File: config.mk
export PLATFORM = sky130hd
export DESIGN_NAME = wb_port_arbiter_flat
export DESIGN_NICKNAME = d
export VERILOG_FILES = /design/src/rtl/wb_port_arbiter_if.sv /design/src/rtl/wb_port_arbiter.sv /design/src/flat_wrapper.sv
export SDC_FILE = /design/constraint.sdc
export NUM_CORES = 1
export LEC_CHECK = 0
export CAP_MARGIN = 20
export CELL_PAD_IN_SITES_DETAIL_PLACEMENT = 0
export CELL_PAD_IN_SITES_GLOBAL_PLACEMENT = 1
export CORE_MARGIN = 8
export CORE_UTILIZATION = 44
export CTS_CLUSTER_SIZE = 16
export DETAILED_ROUTE_END_ITERATION = 12
export PLACE_DENSITY_LB_ADDON = 0.12
export SETUP_SLACK_MARGIN = 0.5
export SLEW_MARGIN = 20
export SYNTH_ARGS = -nofsm -noshare
export SYNTH_HDL_FRONTEND = slang
export SYNTH_SLANG_ARGS = --single-unit
File: constraint.sdc
create_clock -name clk -period 8.4 [get_ports clk]
set_input_delay 1.26 -clock clk [delete_from_list [all_inputs] [get_ports clk]]
set_output_delay 1.26 -clock clk [all_outputs]
set_load 0.05 [all_outputs]
File: src/rtl/wb_port_arbiter_if.sv
// Bundle of register-file write-back request and grant signals shared
// between the pipeline WB stage, the aux (MDU / late-load) unit and the arbiter.
interface wb_port_arbiter_if;
  logic        RegWrite_in;
  logic [4:0]  RegWriteDst_in;
  logic [31:0] WB_Data_in;
  logic        Aux_valid;
  logic [4:0]  Aux_Dst;
  logic [31:0] Aux_Data;
  logic        Aux_ready;
  logic        Stall;
  logic        RegWrite;
  logic [4:0]  RegWriteDst;
  logic [31:0] RegWriteData;
  logic        Grant_src;

  modport slave (
    input  RegWrite_in, RegWriteDst_in, WB_Data_in,
    input  Aux_valid, Aux_Dst, Aux_Data,
    output Aux_ready, Stall, RegWrite, RegWriteDst, RegWriteData, Grant_src
  );

  modport master (
    output RegWrite_in, RegWriteDst_in, WB_Data_in,
    output Aux_valid, Aux_Dst, Aux_Data,
    input  Aux_ready, Stall, RegWrite, RegWriteDst, RegWriteData, Grant_src
  );
endinterface

File: src/rtl/wb_port_arbiter.sv
// Single register-file write port shared by the pipeline WB stage and a 2-entry
// aux FIFO; the pipeline has priority and a starvation timer forces a one-cycle stall.
module wb_port_arbiter #(
  parameter int STARVE_LIMIT = 4
) (
  input  logic              clk,
  input  logic              reset,
  wb_port_arbiter_if.slave  bus
);

  localparam logic [3:0] LIMIT = 4'(STARVE_LIMIT);

  logic [4:0]  fifo_dst_q  [2];
  logic [31:0] fifo_data_q [2];
  logic        rd_ptr_q, wr_ptr_q;
  logic [1:0]  count_q, count_d;
  logic [3:0]  wait_q, wait_d;
  logic        stall_q, stall_d;
  logic        regwrite_q, regwrite_d;
  logic [4:0]  dst_q, dst_d;
  logic [31:0] data_q, data_d;
  logic        src_q, src_d;

  logic pipe_elig, push, pop;

  // Ready depends only on registered count, so a full FIFO never accepts even when popped.
  assign bus.Aux_ready = !reset && (count_q < 2'd2);

  always_comb begin
    pipe_elig = !stall_q && bus.RegWrite_in && (bus.RegWriteDst_in != 5'd0);
    push      = bus.Aux_valid && bus.Aux_ready && (bus.Aux_Dst != 5'd0);
    pop       = !pipe_elig && (count_q != 2'd0);

    count_d = count_q;
    if (push && !pop)      count_d = count_q + 2'd1;
    else if (pop && !push) count_d = count_q - 2'd1;

    wait_d = wait_q;
    if (pop || count_q == 2'd0) wait_d = 4'd0;
    else if (wait_q != LIMIT)   wait_d = wait_q + 4'd1;

    stall_d = (wait_q == LIMIT) && !stall_q;

    regwrite_d = pipe_elig || pop;
    dst_d      = dst_q;
    data_d     = data_q;
    src_d      = src_q;
    if (pipe_elig) begin
      dst_d  = bus.RegWriteDst_in;
      data_d = bus.WB_Data_in;
      src_d  = 1'b0;
    end else if (pop) begin
      dst_d  = fifo_dst_q[rd_ptr_q];
      data_d = fifo_data_q[rd_ptr_q];
      src_d  = 1'b1;
    end
  end

  always_ff @(posedge clk or posedge reset) begin
    if (reset) begin
      fifo_dst_q[0]  <= '0;
      fifo_dst_q[1]  <= '0;
      fifo_data_q[0] <= '0;
      fifo_data_q[1] <= '0;
      rd_ptr_q       <= 1'b0;
      wr_ptr_q       <= 1'b0;
      count_q        <= '0;
      wait_q         <= '0;
      stall_q        <= 1'b0;
      regwrite_q     <= 1'b0;
      dst_q          <= '0;
      data_q         <= '0;
      src_q          <= 1'b0;
    end else begin
      if (push) begin
        fifo_dst_q[wr_ptr_q]  <= bus.Aux_Dst;
        fifo_data_q[wr_ptr_q] <= bus.Aux_Data;
        wr_ptr_q              <= ~wr_ptr_q;
      end
      if (pop) rd_ptr_q <= ~rd_ptr_q;
      count_q    <= count_d;
      wait_q     <= wait_d;
      stall_q    <= stall_d;
      regwrite_q <= regwrite_d;
      dst_q      <= dst_d;
      data_q     <= data_d;
      src_q      <= src_d;
    end
  end

  assign bus.Stall        = stall_q;
  assign bus.RegWrite     = regwrite_q;
  assign bus.RegWriteDst  = dst_q;
  assign bus.RegWriteData = data_q;
  assign bus.Grant_src    = src_q;

endmodule
File: src/flat_wrapper.sv
// flat-port wrapper written by rule: the top's interface ports become plain ports
module wb_port_arbiter_flat 
#(
  parameter int STARVE_LIMIT = 4
)
  (clk, reset, bus_RegWrite_in, bus_RegWriteDst_in, bus_WB_Data_in, bus_Aux_valid, bus_Aux_Dst, bus_Aux_Data, bus_Aux_ready, bus_Stall, bus_RegWrite, bus_RegWriteDst, bus_RegWriteData, bus_Grant_src);
  wb_port_arbiter_if bus_i ();
  input  logic clk;
  input  logic reset;
  input wire logic [$bits(bus_i.RegWrite_in)-1:0] bus_RegWrite_in;
  input wire logic [$bits(bus_i.RegWriteDst_in)-1:0] bus_RegWriteDst_in;
  input wire logic [$bits(bus_i.WB_Data_in)-1:0] bus_WB_Data_in;
  input wire logic [$bits(bus_i.Aux_valid)-1:0] bus_Aux_valid;
  input wire logic [$bits(bus_i.Aux_Dst)-1:0] bus_Aux_Dst;
  input wire logic [$bits(bus_i.Aux_Data)-1:0] bus_Aux_Data;
  output wire logic [$bits(bus_i.Aux_ready)-1:0] bus_Aux_ready;
  output wire logic [$bits(bus_i.Stall)-1:0] bus_Stall;
  output wire logic [$bits(bus_i.RegWrite)-1:0] bus_RegWrite;
  output wire logic [$bits(bus_i.RegWriteDst)-1:0] bus_RegWriteDst;
  output wire logic [$bits(bus_i.RegWriteData)-1:0] bus_RegWriteData;
  output wire logic [$bits(bus_i.Grant_src)-1:0] bus_Grant_src;
  assign bus_i.RegWrite_in = bus_RegWrite_in;
  assign bus_i.RegWriteDst_in = bus_RegWriteDst_in;
  assign bus_i.WB_Data_in = bus_WB_Data_in;
  assign bus_i.Aux_valid = bus_Aux_valid;
  assign bus_i.Aux_Dst = bus_Aux_Dst;
  assign bus_i.Aux_Data = bus_Aux_Data;
  assign bus_Aux_ready = bus_i.Aux_ready;
  assign bus_Stall = bus_i.Stall;
  assign bus_RegWrite = bus_i.RegWrite;
  assign bus_RegWriteDst = bus_i.RegWriteDst;
  assign bus_RegWriteData = bus_i.RegWriteData;
  assign bus_Grant_src = bus_i.Grant_src;
  wb_port_arbiter #(.STARVE_LIMIT(STARVE_LIMIT)) u_core (.clk(clk), .reset(reset), .bus(bus_i));
endmodule
==> CHANGELOG.md, run 1 <==
### Implementation results

* Largest cells by area: dfrtp_1 (55%), mux2_2 (21%), mux2i_1 (6.9%), nor3_1 (3.5%), a21oi_1 (3.3%)
* Top Consumer: combinational logic
* Min-Delay Path Class: flip-flop to flip-flop
* Mapped Avg Cell Area at 13.3 um2
* CP Max Fanout at 4
* Number of global-route vias before repair at 4180
* Crit Reg-Reg Startpoint: u_core.count_q[1]
* Total of max-cap violations at 0
* First-pass GRT wire length at 21800 um
* Yosys reg bits at 122
* Clock Skew at 0.00512 ns
* Combinational share of power at 0.432
* RSZ-0062 raised after global routing: false
* NumNets Final at 611
* Fin. max-slew vios at 0
* Minimum clock period at 4.38 ns
* Leakage at 3.09 nW
* 1st-iter DRT viols at 160
* Postcts setup bufs at 0
* Hold Buf Count CTS at 0
* Hold slack at 0.470 ns
* CORE AREA at 12500 um2
* Slowest stage delay, CP at 0.94 ns
* Flop+latch power at 1.11 mW
* Comb group at 1.33 mW
* Sequential power share at 0.359
* XOR Share, Synth at 0.00950
* Gate Count Post-Synth at 415
* Adder share at 0.00679
* Commonest non-fill, non-tap cells in the layout: dfrtp_1 (119), clkdlybuf4s50_1 (118), mux2_2 (102)
* Floorplan core density at 0.444
* Power share of the clock group at 0.209
* FF+latch area at 3060 um2
* Fin crit share at 0.522
* OpenROAD warnings at 27
* Logic family by area: multiplexers
* Cell mode on critical path: clkdlybuf4s50_1
* Fmax at 0.228 GHz
* Status: finished, final reports clean
* Crit path max-delay cell type: clkdlybuf4s50_1
* WHS Path Cells at 1
* Slew margin rel. at 0.372
* Placed insts at 683
* Fillers at 1064
* Unique masters post-synth at 32
* Final WS setup at 4.02 ns
* Ports at 119
* Post-CTS sizing at 0
* CTS max path bufs at 2
* Clock slew at reported path FFs at 0.05 ns
==> run 1: layout make-up <==
| class | count | share of cell area |
|---|---|---|
| repair buffers | 123 | 0.166 |
| clock buffers | 28 | 0.0704 |
| flip-flops and latches | 122 | 0.416 |
| clock inverters | 2 | 0.00136 |
| multi-input cells | 262 | 0.314 |
| inverters | 4 | 0.00239 |
| well taps | 172 | 0.0293 |
==> run 1: per-layer routing <==
| metal | vias up | global-route usage | wire, um |
|---|---|---|---|
| met2 | 82 | 0.294 | 6740 |
| met1 | 1923 | 0.204 | 5720 |
| met5 | - | 0 | 0 |
| met4 | 0 | 0.0692 | 210 |
| met3 | 17 | 0.0528 | 663 |
| li1 | 1736 | - | - |
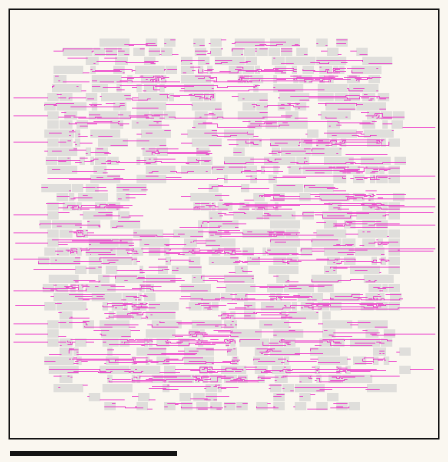
Run 1: M1 wires
Scale bar: 50 um. Cells faint in the background.
share of all routed wire: 43%
main direction: horizontal
nets with wire on the layer: 554
wire length on this layer: 5720 um
longest straight run: 46.9 um
met1 capacity usage during global routing: 0.204
via count: 3758

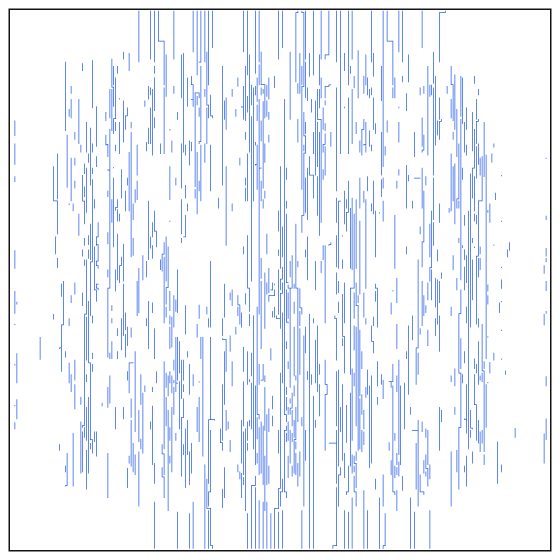
Run 1: metal 2
longest straight run: 74.8 um
share of all routed wire: 51%
main direction: vertical
wire length on this layer: 6740 um
met2 global-route usage: 0.294
detailed-route wire length: 13300 um

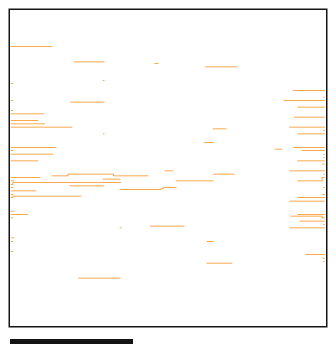
Run 1: signal wires on met3
Scale bar: 50 um.
longest straight run: 43.7 um
share of all routed wire: 5.0%
wire length on this layer: 664 um
met3 usage: 0.0528

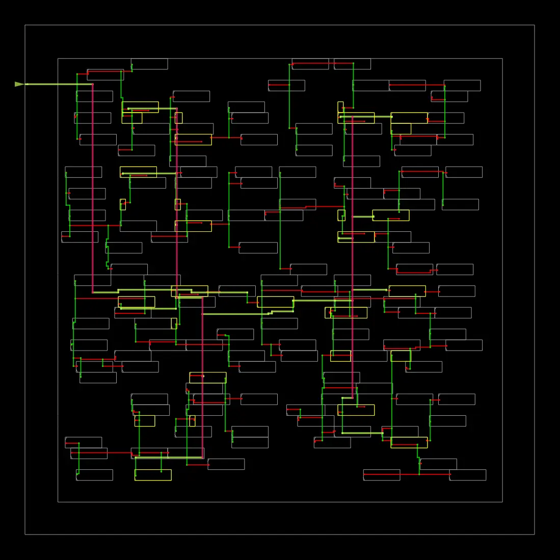
Run 1: the clock network
total CTS buffers: 17
clock buf count: 28

==> run 2: changes to the inputs <==
--- a/config.mk
+++ b/config.mk
@@ -9,7 +9,7 @@
 export CELL_PAD_IN_SITES_DETAIL_PLACEMENT = 0
 export CELL_PAD_IN_SITES_GLOBAL_PLACEMENT = 1
 export CORE_MARGIN = 8
-export CORE_UTILIZATION = 44
+export CORE_UTILIZATION = 37
 export CTS_CLUSTER_SIZE = 16
 export DETAILED_ROUTE_END_ITERATION = 12
 export PLACE_DENSITY_LB_ADDON = 0.12
==> constraint.sdc (replaced) <==
create_clock -name clk -period 3.85 [get_ports clk]
set_input_delay 0.5775 -clock clk [delete_from_list [all_inputs] [get_ports clk]]
set_output_delay 0.5775 -clock clk [all_outputs]
set_load 0.05 [all_outputs]
==> CHANGELOG.md, run 2 <==
### Implementation results

* Crit Reg-Reg Startpoint: u_core.count_q[1]
* 1st-iter DRT viols at 111 (-31%)
* Leading cell kind: registers
* First-pass GRT wire length at 22800 um (+4.7%)
* Fin. max-slew vios at 0 (unchanged)
* Unique masters post-synth at 32 (unchanged)
* Minimum clock period at 3.05 ns
* Number of global-route vias before repair at 4278 (+2.3%)
* Detailed-route wire length at 13800 um (+3.7%)
* CTS max path bufs at 2 (unchanged)
* Inverter count at 4 (unchanged)
* Total CTS buffers at 17 (unchanged)
* Hold Buf Count CTS at 0 (unchanged)
* Post-CTS sizing at 0 (unchanged)
* Comb gates at 262 (unchanged)
* Final WS setup at 0.802 ns (-3.21 ns)
* Total of max-cap violations at 0 (unchanged)
* Ports at 119 (unchanged)
* Postcts setup bufs at 0 (unchanged)
* Slew margin rel. at 0.511 (+0.139)
* Logic family by area: multiplexers
* Leakage at 3.17 nW (+2.5%)
* # Taps at 184 (+7.0%)
* CORE AREA at 14600 um2 (+17%)
* CP Max Fanout at 4 (unchanged)
* Placed insts at 703 (+2.9%)
* XOR Share, Synth at 0.00950 (unchanged)
* Cell mode on critical path: clkdlybuf4s50_1
* Hold slack at 0.461 ns (-0.00853 ns)
* Status: finished, final reports clean
* Fin crit share at 0.792
* Floorplan core density at 0.379 (-0.0646)
* OpenROAD warnings at 27 (unchanged)
* Largest cells by area: dfrtp_1 (55%), mux2_2 (21%), mux2i_1 (6.9%), nor3_1 (3.5%), a21oi_1 (3.3%)
* Mapped Avg Cell Area at 13.3 um2 (unchanged)
* FF+latch area at 3060 um2 (unchanged)
* Adder share at 0.00679 (unchanged)
* Gate Count Post-Synth at 415 (unchanged)
* Slowest stage delay, CP at 0.92 ns (-0.02 ns)
* Comb area share at 0.308 (-0.00645)
run 2: how the worst max path moves through the flow:
stage | to | slack [ns]
after floorplan | u_core.fifo_data_q[57] | 1.34
after global placement | bus_Aux_ready | 0.78
after detailed placement | bus_Aux_ready | 0.78
after CTS | bus_Aux_ready | 0.77
after global routing | bus_Aux_ready | 0.76
final | bus_Aux_ready | 0.80
run 2: where the power goes:
| part | internal [mW] | switching (mW) | leakage [nW] |
|---|---|---|---|
| clock network | 1.03 | 0.541 | 0.300 |
| registers | 1.92 | 0.360 | 1.46 |
| logic | 1.35 | 1.72 | 1.42 |
| total | 4.30 | 2.62 | 3.17 |
run 2: layer usage:
layer	global-route usage	vias to the layer above	routed length (um)
met2	0.261	74	7100
li1	-	1766	-
met3	0.0466	20	666
met5	0	-	0
met1	0.169	1914	5850
met4	0.0601	0	199
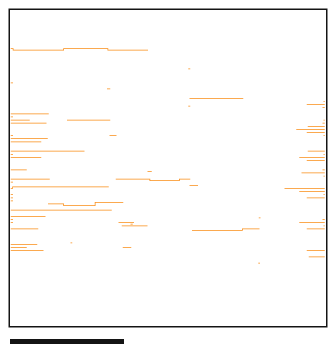
Run 2: signal wires on met3
Scale bar: 50 um.
nets with wire on the layer: 57
longest straight run: 43.9 um
main direction: horizontal
share of all routed wire: 4.8%
via count: 3774
met3 usage: 0.0466

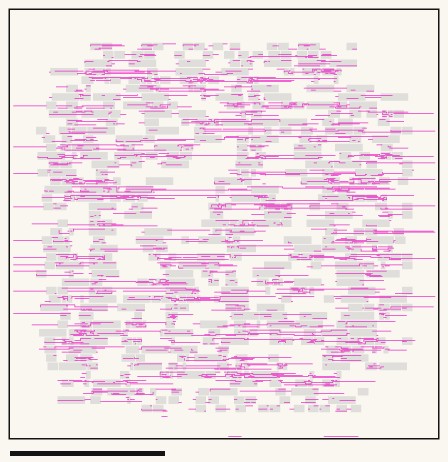
Run 2: M1 wires
Scale bar: 50 um. Cells faint in the background.
main direction: horizontal
wire length on this layer: 5850 um
share of all routed wire: 42%
longest straight run: 63.5 um

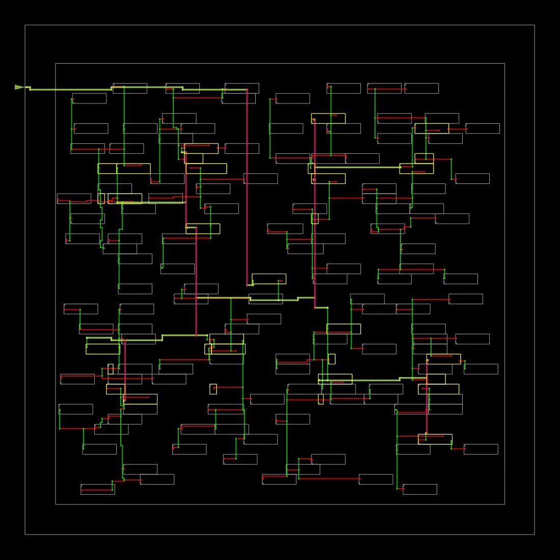
Run 2: the clock network
Late-Pin Clk Latency: 0.41 ns
Clock Skew: 0.00508 ns
clock sinks: 122
Flops: 122
clock buf count: 24

==> run 3: changes to the inputs <==
--- a/config.mk
+++ b/config.mk
@@ -9,7 +9,7 @@
 export CELL_PAD_IN_SITES_DETAIL_PLACEMENT = 0
 export CELL_PAD_IN_SITES_GLOBAL_PLACEMENT = 1
 export CORE_MARGIN = 8
-export CORE_UTILIZATION = 37
+export CORE_UTILIZATION = 41
 export CTS_CLUSTER_SIZE = 16
 export DETAILED_ROUTE_END_ITERATION = 12
 export PLACE_DENSITY_LB_ADDON = 0.12
==> constraint.sdc (replaced) <==
create_clock -name clk -period 3.09 [get_ports clk]
set_input_delay 0.4635 -clock clk [delete_from_list [all_inputs] [get_ports clk]]
set_output_delay 0.4635 -clock clk [all_outputs]
set_load 0.05 [all_outputs]
==> CHANGELOG.md, run 3 <==
### Implementation results

* Status: finished, final reports clean
* Flop+latch power at 2.96 mW (+30%)
* Top Consumer: combinational logic
* CP Max Fanout at 18 (+14)
* Switch share at 0.379 (about the same)
* Met1 capacity usage during global routing at 0.195 (+0.0268)
* Flops at 122 (unchanged)
* XOR Share, Synth at 0.00950 (unchanged)
* Final WS setup at 0.923 ns (+0.121 ns)
* First-pass GRT wire length at 22300 um (-2.1%)
* Pint at 5.35 mW (+24%)
* Floorplan core density at 0.419 (+0.0402)
* # Taps at 176 (-4.3%)
* Met1 wire length at 6080 um (+3.9%)
* NetSw at 3.26 mW (+24%)
* Slew margin rel. at 0.569 (+0.0576)
* Leading cell kind: registers
* Combinational share of power at 0.433 (-0.011)
* OpenROAD warnings at 27 (unchanged)
* Crit Reg-Reg Startpoint: u_core.count_q[0]
* Late-Pin Clk Latency at 0.41 ns (about the same)
* 1st-iter DRT viols at 131 (+18%)
* DR top layer: met4
* Fin. max-slew vios at 0 (unchanged)
* Hold Buf Count CTS at 0 (unchanged)
==> run 3: cell counts after synthesis <==
Identical to the previous run, type by type.
==> run 3: how the worst max path moves through the flow <==
| stage | from | to | cells after the start |
|---|---|---|---|
| 3_5_place_dp | bus_Aux_Dst[1] | u_core.fifo_data_q[52] | 5 |
| 4_1_cts | u_core.count_q[1] | bus_Aux_ready | 2 |
| 5_1_grt | u_core.count_q[0] | u_core.count_q[1] | 6 |
| 2_1_floorplan | reset | u_core.fifo_data_q[57] | 4 |
| 3_3_place_gp | bus_Aux_Dst[1] | u_core.fifo_data_q[50] | 5 |
| 6_report | bus_Aux_Dst[1] | u_core.fifo_data_q[62] | 5 |
==> run 3: repair_timing <==
action	4_1_cts	5_1_grt
setup buffers	0	0
endpoints found under the setup margin	0	1
resized	0	1
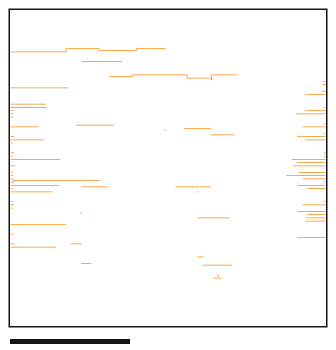
Run 3: signal wires on met3
Scale bar: 50 um.
detailed-route wire length: 13600 um
via count: 3726

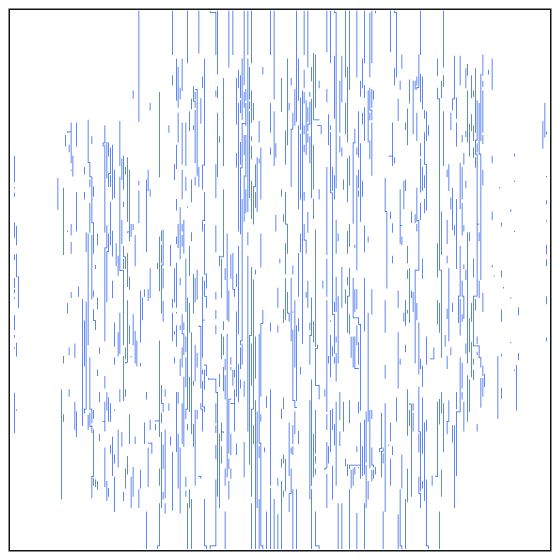
Run 3: metal 2
share of all routed wire: 49%
longest straight run: 61.9 um
met2 global-route usage: 0.269

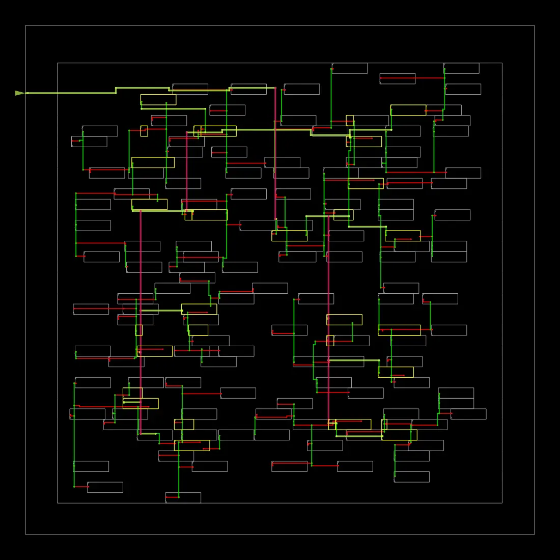
Run 3: the clock network
clock group total power: 1.92 mW
Clock Skew: 0.00881 ns

Power is estimated from default activity; no workload was simulated.
